$ cat src/rtl/fraction_sequencer.sv
// rtl/fraction_sequencer.sv - harmonic-sum sequencer driving a wavetable ROM and an external fraction multiplier
module fraction_sequencer #(
  parameter int DIVISOR_BITS = 7,
  parameter int ADDR_BITS    = 11,
  parameter int OUT_SHIFT    = 4
) (
  input  logic                    i_clock,
  input  logic                    i_reset,
  input  logic                    i_sample_tick,
  input  logic [ADDR_BITS-1:0]    i_phase,
  input  logic [5:0]              i_harmonic_count,
  input  logic [DIVISOR_BITS-1:0] i_decay,
  output logic [ADDR_BITS-1:0]    o_rom_addr,
  input  logic signed [15:0]      i_rom_data,
  output logic                    o_frac_start,
  output logic                    o_frac_clear,
  output logic [DIVISOR_BITS-1:0] o_frac_multiple,
  output logic signed [15:0]      o_frac_in,
  input  logic                    i_frac_done,
  input  logic signed [31:0]      i_frac_accumulator,
  output logic signed [15:0]      o_sample_out,
  output logic                    o_sample_valid,
  output logic                    o_busy,
  output logic                    o_overrun
);

  localparam logic [DIVISOR_BITS-1:0] FULL_LEVEL = {DIVISOR_BITS{1'b1}};

  typedef enum logic [2:0] {
    IDLE,
    CLEAR,
    FETCH,
    LOAD,
    START,
    WAIT,
    NEXT,
    OUTPUT
  } state_t;

  state_t                    r_state;
  state_t                    w_next_state;

  // Per-sample copies of the live inputs; the live ports may change mid-sample.
  logic [ADDR_BITS-1:0]      r_phase;
  logic [5:0]                r_count;
  logic [DIVISOR_BITS-1:0]   r_decay;

  // Harmonic index (1-based), current level and running wavetable address.
  logic [6:0]                r_h;
  logic [DIVISOR_BITS-1:0]   r_level;
  logic [ADDR_BITS-1:0]      r_addr_acc;

  // High only in the first WAIT cycle, when frac_done may still be stale.
  logic                      r_wait_first;

  logic [ADDR_BITS-1:0]      r_rom_addr;
  logic signed [15:0]        r_frac_in;
  logic [DIVISOR_BITS-1:0]   r_frac_multiple;
  logic                      r_frac_start;
  logic                      r_frac_clear;
  logic signed [15:0]        r_sample_out;
  logic                      r_sample_valid;
  logic                      r_busy;
  logic                      r_overrun;

  logic [ADDR_BITS-1:0]      w_addr_next;
  logic [DIVISOR_BITS-1:0]   w_level_next;
  logic                      w_last;
  logic signed [31:0]        w_shifted;
  logic signed [15:0]        w_saturated;

  // Address advances by the fundamental phase and wraps naturally at 2^ADDR_BITS.
  assign w_addr_next  = r_addr_acc + r_phase;
  assign w_level_next = (r_level > r_decay) ? (r_level - r_decay) : '0;
  // r_h counts harmonics completed including the one just finished.
  assign w_last       = (r_h == {1'b0, r_count}) || (w_level_next == '0);
  assign w_shifted    = i_frac_accumulator >>> OUT_SHIFT;

  // Clamp the scaled accumulator into the signed 16-bit output range.
  always_comb begin
    w_saturated = w_shifted[15:0];
    if (w_shifted > 32'sd32767) begin
      w_saturated = 16'sh7FFF;
    end else if (w_shifted < -32'sd32768) begin
      w_saturated = 16'sh8000;
    end
  end

  // Next-state decode.
  always_comb begin
    w_next_state = r_state;
    case (r_state)
      IDLE:    if (i_sample_tick) w_next_state = CLEAR;
      CLEAR:   w_next_state = (r_count == 6'd0) ? OUTPUT : FETCH;
      FETCH:   w_next_state = LOAD;
      LOAD:    w_next_state = START;
      START:   w_next_state = WAIT;
      WAIT:    if (!r_wait_first && i_frac_done) w_next_state = NEXT;
      NEXT:    w_next_state = w_last ? OUTPUT : FETCH;
      OUTPUT:  w_next_state = IDLE;
      default: w_next_state = IDLE;
    endcase
  end

  // State register.
  always_ff @(posedge i_clock) begin
    if (i_reset) begin
      r_state <= IDLE;
    end else begin
      r_state <= w_next_state;
    end
  end

  // Registered pulses, busy/overrun flags and the per-harmonic datapath.
  always_ff @(posedge i_clock) begin
    if (i_reset) begin
      r_phase         <= '0;
      r_count         <= '0;
      r_decay         <= '0;
      r_h             <= '0;
      r_level         <= '0;
      r_addr_acc      <= '0;
      r_wait_first    <= 1'b0;
      r_rom_addr      <= '0;
      r_frac_in       <= '0;
      r_frac_multiple <= '0;
      r_frac_start    <= 1'b0;
      r_frac_clear    <= 1'b0;
      r_sample_out    <= '0;
      r_sample_valid  <= 1'b0;
      r_busy          <= 1'b0;
      r_overrun       <= 1'b0;
    end else begin
      // Pulses are flopped from the next state so each one coincides with its state.
      r_frac_start   <= (w_next_state == START);
      r_frac_clear   <= (w_next_state == CLEAR);
      r_sample_valid <= (w_next_state == OUTPUT);
      r_busy         <= (w_next_state != IDLE);
      r_wait_first   <= (r_state == START);

      if (i_sample_tick && (r_state != IDLE)) begin
        r_overrun <= 1'b1;
      end

      case (r_state)
        IDLE: begin
          if (i_sample_tick) begin
            r_phase    <= i_phase;
            r_count    <= i_harmonic_count;
            r_decay    <= i_decay;
            r_h        <= 7'd1;
            r_addr_acc <= i_phase;
            r_level    <= FULL_LEVEL;
          end
        end
        CLEAR: begin
          if (r_count != 6'd0) begin
            r_rom_addr <= r_addr_acc;
          end else begin
            // The accumulator is being cleared this very cycle, so the mix is zero.
            r_sample_out <= '0;
          end
        end
        LOAD: begin
          r_frac_in       <= i_rom_data;
          r_frac_multiple <= r_level;
        end
        NEXT: begin
          r_addr_acc <= w_addr_next;
          r_level    <= w_level_next;
          r_h        <= r_h + 7'd1;
          if (w_last) begin
            r_sample_out <= w_saturated;
          end else begin
            r_rom_addr <= w_addr_next;
          end
        end
        default: begin
        end
      endcase
    end
  end

  assign o_rom_addr      = r_rom_addr;
  assign o_frac_start    = r_frac_start;
  assign o_frac_clear    = r_frac_clear;
  assign o_frac_multiple = r_frac_multiple;
  assign o_frac_in       = r_frac_in;
  assign o_sample_out    = r_sample_out;
  assign o_sample_valid  = r_sample_valid;
  assign o_busy          = r_busy;
  assign o_overrun       = r_overrun;

endmodule

$ cat config.mk
export PLATFORM = sky130hd
export DESIGN_NAME = fraction_sequencer
export DESIGN_NICKNAME = d
export VERILOG_FILES = /design/src/rtl/fraction_sequencer.sv
export SDC_FILE = /design/constraint.sdc
export NUM_CORES = 1
export LEC_CHECK = 0
export CAP_MARGIN = 20
export CORE_UTILIZATION = 35
export CTS_CLUSTER_SIZE = 10
export DETAILED_ROUTE_END_ITERATION = 6
export PLACE_DENSITY = 0.66
export REMOVE_ABC_BUFFERS = 1
export SLEW_MARGIN = 0
export SYNTH_ARGS = -nofsm -noshare
export SYNTH_HDL_FRONTEND = slang
export SYNTH_SLANG_ARGS = --single-unit
$ cat constraint.sdc
create_clock -name i_clock -period 6.9 [get_ports i_clock]
set_input_delay 0.69 -clock i_clock [delete_from_list [all_inputs] [get_ports i_clock]]
set_output_delay 0.69 -clock i_clock [all_outputs]
set_load 0.05 [all_outputs]
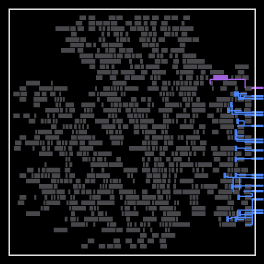
(run_1/port_trees.png)
Scale: 2 px per µm.
color	port	bits	direction	end cells	buffers	wire
purple	`o_overrun`	1	output	1	1	25.9 µm
blue	`i_rom_data`	16	input	16	16	269 µm
count of boundary I/O pins: 131
number of port buffers: 126

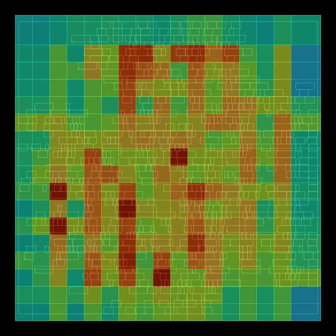
(run_1/congestion_map.png)
global routing met2 resource utilization: 0.296
global-route total usage across every layer: 0.172
grt peak-use layer: met2
met1 track utilization from global routing: 0.207
met3 layer usage reported by global route: 0.0349

==> impl_metrics.toml, run 1 <==
# yosys + openroad results
[status]
status = "finished, final reports clean"

[layout]
largest_cell_class = "logic gates"
signal_buffers = 133
fin_area_um2 = 6690
n_sequential_cell = 108
multi_input_comb_area_um2 = 2660
combAreaFraction = 0.398
post_route_cells_drive_above_1_share = 0.0521
ff_latch_area_um2 = 2160
fin_cells = 910

[clock_tree]
cts_made_buffers = 9
clock_sink_count = 108
clock.latency.late_pin_ns = 0.35
cts.root.buffer_cell = "sky130_fd_sc_hd__clkbuf_16"

[worst_setup_path]
critical_path_start = "r_level[0]$_SDFFE_PP0P_"
critical_path_cell_list = "inv_1 -> ha_1 -> fa_1 -> nand2b_1 -> a21oi_1 -> mux2i_1 -> nor3_4 -> o21ai_4 -> and2_4 -> a31o_2"
end_kind = "register"
max_stage_delay_ns = 0.40

[power]
p_comb_frac = 0.421
irDropWorstVdd_v = 0.000148
p_sw_frac = 0.389
leakagePower_nw = 2.43
power.combinational.total_w = 0.000941
top_power_group = "combinational cells"
pwr-share-seq = 0.361

[placed_design]
number_of_cells_in_the_design_after_placement = 895
gpl.final_weighted_congestion = 0.850

[synth]
yosysChipArea_um2 = 5060
synthMostInstantiatedCell = "sky130_fd_sc_hd__nand2_1"
syn_area_per_cell_um2 = 8.11
yosys-mux-area-fraction = 0.0101
netlist.top_cell.by_area = "sky130_fd_sc_hd__dfxtp_1"
yosys.area_share.aoi = 0.227
synth_cell_type_count = 60
number_of_synthesized_flops_with_an_enable_pin = 0
netlist_area_um2 = 5060
synth-xor-area-share = 0.0364

[floorplanning]
die_height_um = 122
placeable_area_um2 = 14000
floorplan_die_area_um2 = 14900
floorplan.rows = 43

[worst_hold_path]
hold_path.class = "reg -> reg"

[global_routing]
grt_start_max_net_pins = 68

[drt]
remaining_drc_errors = 0

[final_timing]
relSlewSlack = 0.332
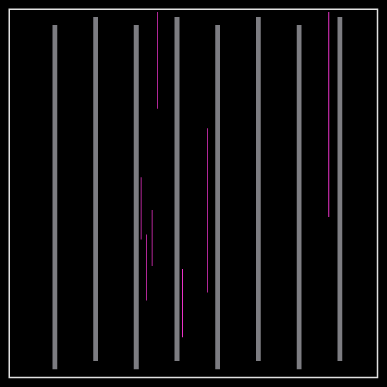
(run_1/m4.png)
Scale: 3 px per µm. Supply wires on this layer in gray.
main direction	vertical
wire length on this layer	237 µm
wire length after detailed routing: 12.5 mm
Via Count: 4677

run 1: worst paths after layout:
path | depth (start not counted) | slack [ns] | endpoint
setup / recovery | 10 | 4.01 | o_sample_out[1]$_SDFFE_PP0P_
hold reg to reg | 2 | 0.45 | o_frac_in[2]$_SDFFE_PP0P_
setup reg to reg | 10 | 4.01 | o_sample_out[1]$_SDFFE_PP0P_
hold / removal | 2 | 0.45 | o_frac_in[2]$_SDFFE_PP0P_
run 1: routing by layer:
metal	GRT usage	wire [µm]
met5	0	0
met4	0.0755	237
met3	0.0349	574
met2	0.296	6010
met1	0.207	5700
run 1: metrics by stage:
step	util	setup WS [ns]
6_report	0.478	4.01
4_1_cts	0.478	3.70
3_5_place_dp	0.458	3.75
3_3_place_gp	0.458	3.84
2_1_floorplan	-	3.87
5_1_grt	0.478	3.82
==> run_1/clock_wires.png <==
Scale: 3 px per µm.
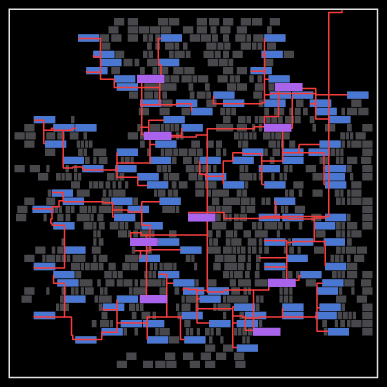

==> run 2: changes to the inputs <==
==> constraint.sdc (replaced) <==
create_clock -name i_clock -period 2.67 [get_ports i_clock]
set_input_delay 0.267 -clock i_clock [delete_from_list [all_inputs] [get_ports i_clock]]
set_output_delay 0.267 -clock i_clock [all_outputs]
set_load 0.05 [all_outputs]
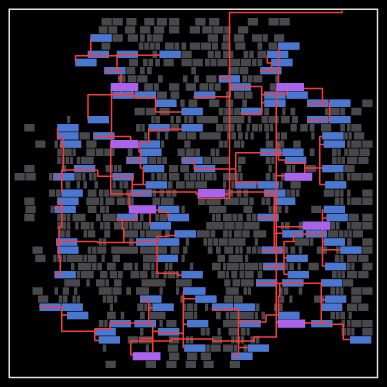
(run_2/clock_wires.png)
Scale: 3 px per µm.
[red] clock wires | length: 1280 µm
[purple] clock-net drivers | count: 9
[blue] flip-flops | count: 108
flops lie	widely spread
clk latency late pin: 0.35 ns
final setup skew: 0.00538 ns
clock network power consumption: 0.00128 W
part of the power in the clock network: 0.210

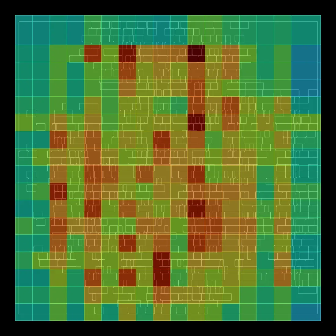
(run_2/congestion_map.png)
per-cell routed wire length: 14.6 µm
global routing met2 resource utilization: 0.298
met1 track utilization from global routing: 0.211
met3 layer usage reported by global route: 0.0423

==> impl_metrics.toml, run 2 <==
# yosys + openroad results
[layout]
post_route_cells_drive_above_1_share = 0.0866
combAreaFraction = 0.397
fin_area_um2 = 6900
layout.cells.most_common = "sky130_fd_sc_hd__nand2_1"
fin_cells = 919
layout.non_clock_inverters = 15
ff_latch_area_um2 = 2160
largest_cell_class = "logic gates"
multi_input_comb_area_um2 = 2740
signal_buffers = 140
n_sequential_cell = 108

[worst_setup_path]
critical_path_cell_list = "inv_1 -> ha_2 -> fa_2 -> nand2_1 -> nor2_1 -> o211ai_1 -> nor3_4 -> o22ai_4 -> clkbuf_16 -> a311oi_2"
path_length_in_cells_of_the_critical_path = 10
start_kind = "register"
worst-r2r-cell-count = 10
max_stage_delay_ns = 0.55
end_kind = "register"

[synth]
yosys-mux-area-fraction = 0.0101
synth-xor-area-share = 0.0364
netlist.top_cell.by_area = "sky130_fd_sc_hd__dfxtp_1"
synth_cell_type_count = 60
yosys.area_share.aoi = 0.227
yosysChipArea_um2 = 5060
netlist_area_um2 = 5060
number_of_synthesized_flops_with_an_enable_pin = 0
syn_area_per_cell_um2 = 8.11
synthMostInstantiatedCell = "sky130_fd_sc_hd__nand2_1"

[power]
finalPower_w = 0.00608
power.combinational.total_w = 0.00272
pwr-share-seq = 0.343
p_comb_frac = 0.447
top_power_group = "combinational cells"
irDropWorstVdd_v = 0.000451
leakagePower_nw = 2.48

[floorplanning]
ioPinCount = 131
floorplan.rows = 43
die_height_um = 122
tapcell.inserted = 180

[global_routing]
grt_start_max_net_pins = 90
global_route.usage.total = 0.176
top_usage_layer = "met2"

[worst_hold_path]
hold_path_depth = 2
hold_path.class = "reg -> reg"

[drt]
met1Wirelength_mm = 5.93
routed-wl-met2_mm = 6.43
top_routing_layer_in_use = "met4"
remaining_drc_errors = 0
wl_mm = 13.4
routed-wl-met3_um = 722
vias = 4737

[final_timing]
relSlewSlack = 0.236
setup_slack_ns = 0.143

[placed_design]
buffer_ports.inserted = 126
gpl.final_weighted_congestion = 0.841
post-place-ws_ns = 0.0153
number_of_cells_in_the_design_after_placement = 900

[clock_tree]
cts.root.buffer_cell = "sky130_fd_sc_hd__clkbuf_16"
cts_made_buffers = 9
h_tree_depth = 3
post_cts_setup_buffer_count = 0
clock_sink_count = 108

[status]
status = "finished, final reports clean"
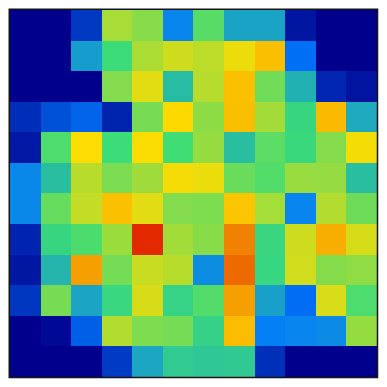
(run_2/util_map.png)
Scale: 3 px per µm. The die is cut into 12 by 12 equal tiles; dark blue is low, red is high, 0 to 100% covered.
mean over tiles	45%
emptiest ninth of the die	north-west
densest ninth of the die	center
fullest tile	95%
nearly empty tiles	13%
Placeable Area: 14000 µm²
initial core utilization: 0.362
share of the core filled with cells in the final layout: 0.493

-- run 2: cell counts after synthesis --
Identical to the previous run, type by type.
-- run 2: worst paths after layout --
kind / start / end / slack [ns]
max reg2reg: r_level[0]$_SDFFE_PP0P_ / o_rom_addr[4]$_SDFFE_PP0P_ / 0.14
min: o_frac_multiple[2]$_SDFFE_PP0P_ / o_frac_multiple[2]$_SDFFE_PP0P_ / 0.45
max: r_level[0]$_SDFFE_PP0P_ / o_rom_addr[4]$_SDFFE_PP0P_ / 0.14
min reg2reg: o_frac_multiple[2]$_SDFFE_PP0P_ / o_frac_multiple[2]$_SDFFE_PP0P_ / 0.45
Power figures rest on the tool's default switching activity, not on a simulated workload.
